$ cat src/rtl/dtc_req_scheduler.sv
// Round-robin scheduler sharing one external combinational decision-tree classifier
// between N_REQ requesters. Optional per-class result counters under DTC_STATS_EN.
module dtc_req_scheduler #(
    parameter int N_REQ   = 4,
    parameter int FEAT_W  = 11,
    parameter int CLASS_W = 3,
    parameter int CNT_W   = 16
) (
    input  logic                        clk,
    input  logic                        rst_n,
    input  logic [N_REQ-1:0]            req_valid,
    output logic [N_REQ-1:0]            req_ready,
    input  logic [N_REQ*FEAT_W-1:0]     req_feat,
    output logic [FEAT_W-1:0]           cls_inp,
    input  logic [CLASS_W-1:0]          cls_outp,
    output logic                        res_valid,
    input  logic                        res_ready,
    output logic [CLASS_W-1:0]          res_class,
    output logic [$clog2(N_REQ)-1:0]    res_id,
    output logic                        busy
`ifdef DTC_STATS_EN
    ,
    input  logic                        stats_clr,
    output logic [(2**CLASS_W)*CNT_W-1:0] class_cnt
`endif
);
    localparam int ID_W = $clog2(N_REQ);

    typedef enum logic [1:0] {IDLE, EVAL, RESP} state_t;

    state_t          state;
    logic [ID_W-1:0] rr_ptr;
    logic [ID_W-1:0] id_q;
    logic [ID_W-1:0] grant_id;
    logic [ID_W-1:0] cand;
    logic            found;
    logic            window;
    logic            hs;

    // Search starts just after the last winner, so the last winner has lowest priority.
    always_comb begin
        grant_id = '0;
        found    = 1'b0;
        cand     = '0;
        for (int unsigned k = 1; k <= N_REQ; k++) begin
            cand = ID_W'((32'(rr_ptr) + k) % N_REQ);
            if (!found && req_valid[cand]) begin
                found    = 1'b1;
                grant_id = cand;
            end
        end
    end

    assign window    = rst_n && ((state == IDLE) || (state == RESP && res_valid && res_ready));
    assign hs        = window && found;
    assign req_ready = hs ? (N_REQ'(1) << grant_id) : '0;
    assign busy      = (state != IDLE);

    always_ff @(posedge clk or negedge rst_n) begin
        if (!rst_n) begin
            state     <= IDLE;
            rr_ptr    <= ID_W'(N_REQ - 1);
            id_q      <= '0;
            cls_inp   <= '0;
            res_valid <= 1'b0;
            res_class <= '0;
            res_id    <= '0;
        end else begin
            // Capture is shared by IDLE and the RESP back-to-back path; hs is only true there.
            if (hs) begin
                cls_inp <= req_feat[grant_id*FEAT_W +: FEAT_W];
                id_q    <= grant_id;
                rr_ptr  <= grant_id;
            end
            case (state)
                IDLE: begin
                    if (hs) state <= EVAL;
                end
                EVAL: begin
                    res_class <= cls_outp;
                    res_id    <= id_q;
                    res_valid <= 1'b1;
                    state     <= RESP;
                end
                RESP: begin
                    if (res_ready) begin
                        res_valid <= 1'b0;
                        state     <= hs ? EVAL : IDLE;
                    end
                end
                default: state <= IDLE;
            endcase
        end
    end

`ifdef DTC_STATS_EN
    logic [CNT_W-1:0] cnt_q [2**CLASS_W];

    always_ff @(posedge clk or negedge rst_n) begin
        if (!rst_n) begin
            for (int unsigned k = 0; k < 2**CLASS_W; k++) cnt_q[k] <= '0;
        end else if (stats_clr) begin
            for (int unsigned k = 0; k < 2**CLASS_W; k++) cnt_q[k] <= '0;
        end else if (res_valid && res_ready && (cnt_q[res_class] != '1)) begin
            cnt_q[res_class] <= cnt_q[res_class] + 1'b1;
        end
    end

    for (genvar gk = 0; gk < 2**CLASS_W; gk++) begin : g_cnt
        assign class_cnt[gk*CNT_W +: CNT_W] = cnt_q[gk];
    end
`endif

endmodule

$ cat config.mk
export PLATFORM = sky130hd
export DESIGN_NAME = dtc_req_scheduler
export DESIGN_NICKNAME = d
export VERILOG_FILES = /design/src/rtl/dtc_req_scheduler.sv
export SDC_FILE = /design/constraint.sdc
export NUM_CORES = 1
export LEC_CHECK = 0
export CAP_MARGIN = 25
export CORE_MARGIN = 5
export CORE_UTILIZATION = 37
export CTS_CLUSTER_SIZE = 20
export DETAILED_ROUTE_END_ITERATION = 6
export GPL_ROUTABILITY_DRIVEN = 0
export PLACE_DENSITY = 0.8
export RECOVER_POWER = 25
export REMOVE_ABC_BUFFERS = 1
export SLEW_MARGIN = 10
export SYNTH_ARGS = -nofsm -noshare
export SYNTH_HDL_FRONTEND = slang
export SYNTH_SLANG_ARGS = --single-unit
$ cat constraint.sdc
create_clock -name clk -period 2.1 [get_ports clk]
set_input_delay 0.315 -clock clk [delete_from_list [all_inputs] [get_ports clk]]
set_output_delay 0.315 -clock clk [all_outputs]
set_load 0.01 [all_outputs]
Fig. 1: met1 routing
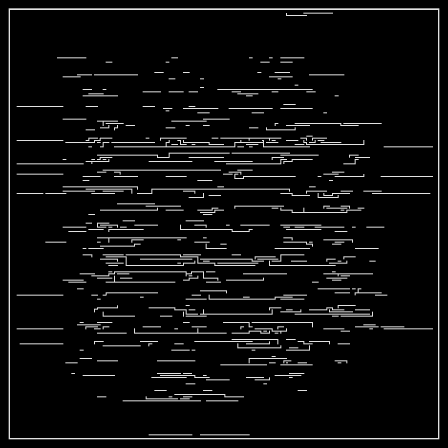
wire length on this layer	1450 um
nets with wire on the layer	225
main direction	horizontal
met1 usage: 16.4%
vias: 1287

Fig. 2: M2 wires
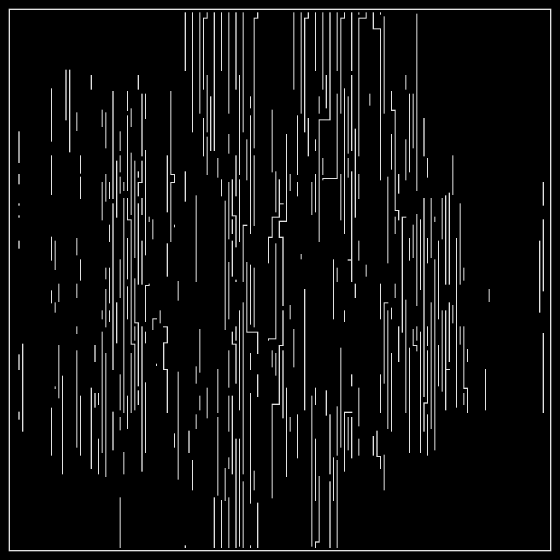
longest straight run	27.2 um
nets with wire on the layer	246
main direction	vertical
routed wire length: 3940 um
met2 usage: 31.1%

Fig. 3: M3 wires
Scale bar: 20 um. Cells faint in the background.
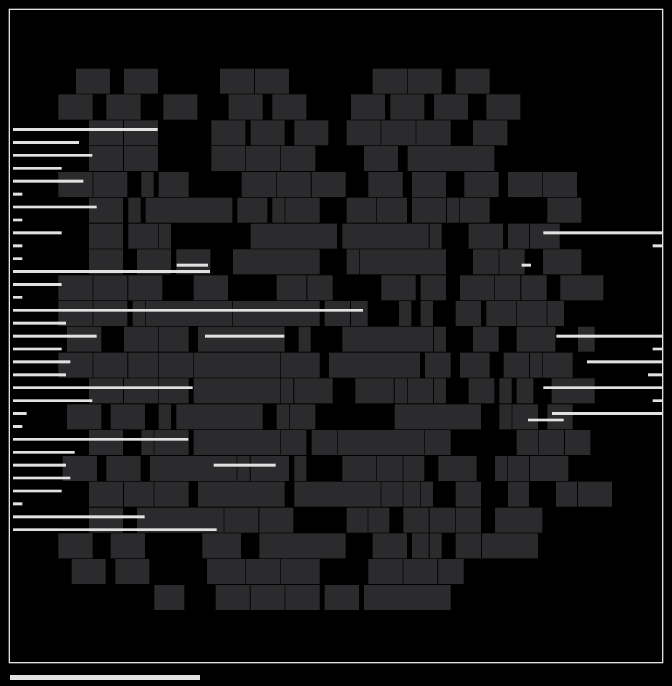
share of all routed wire	8.5%
wire length on this layer	333 um
main direction	horizontal
nets with wire on the layer	43

==> impl_metrics.toml <==
# generated from flow reports
[final_timing]
hold_slack_ns = 0.491
finalMaxSlewViolations = 0
worst_slack_ns = 0.0217
setup_violations = 0
rsz0062_at_grt = "true"

[detailed_routing]
dr_wl_met3_um = 332
wl_met1_um = 1450

[setup_path]
crit_cells = 6
reg2reg_from = "rr_ptr[0]$_DFFE_PN1P_"
regToRegEndpoint = "cls_inp[4]$_DFFE_PN0P_"
worstPathRequired_ns = 1.78

[cells_and_area]
seq_share_pct = 25.6
inverters = 2
drive_above_1_share_pct = 22.9
fin_util_pct = 67.7
multi_input_comb_cells = 88
num-fill-cells = 295

[floorplanning]
fp_util_pct = 38.2
num_rows = 21
coreArea_um2 = 3340

[cts]
path_clk_slew_ns = 0.11
cts_sinks = 23
h-tree-depth = 1
cts_buffer_depth = 2

[worst_hold_path]
whs_endpoint = "id_q[1]$_DFFE_PN0P_"
worstHoldStart = "id_q[1]$_DFFE_PN0P_"

[synthesis]
synth_flops = 23
synth.distinct_cells = 28
ys_sh_adder_pct = 0
xor_share_pct = 0
async_reset_ff_share_pct = 100
ys_sh_mux_pct = 23.5
top_cell = "mux2i_1"
ys_cells = 121
yosys.area.top_type_share_pct = 41.2

[run_status]
status = "complete, no violations"

[global_routing]
grt_pass1_wl_um = 5750
grt_pass1_vias = 1361
gr-max-usage-layer = "met2"

[power_and_ir_drop]
p_leak_uw = 0.00104
power.density_nw_per_um2 = 1120
[worst max path at each step]
stage | to | slack (ns)
after global placement | req_ready[3] | -0.48
after detailed placement | req_ready[2] | -0.55
after CTS | req_ready[2] | 0.02
final | req_ready[3] | 0.02
after floorplan | req_ready[3] | 0.10
after global routing | req_ready[3] | -0.04
[power breakdown]
part	internal [uW]	leakage (uW)	switching, uW
Clock	73.8	0.0000150	118
Combinational	889	0.000746	643
Sequential	670	0.000278	134
[flip-flops by register name, summed over array words and instances, names as in the netlist]
register,cells
cls_inp,11
id_q,2
res_valid,1
res_class,3
rr_ptr,2
state,2
res_id,2
Power is estimated from default activity; no workload was simulated.
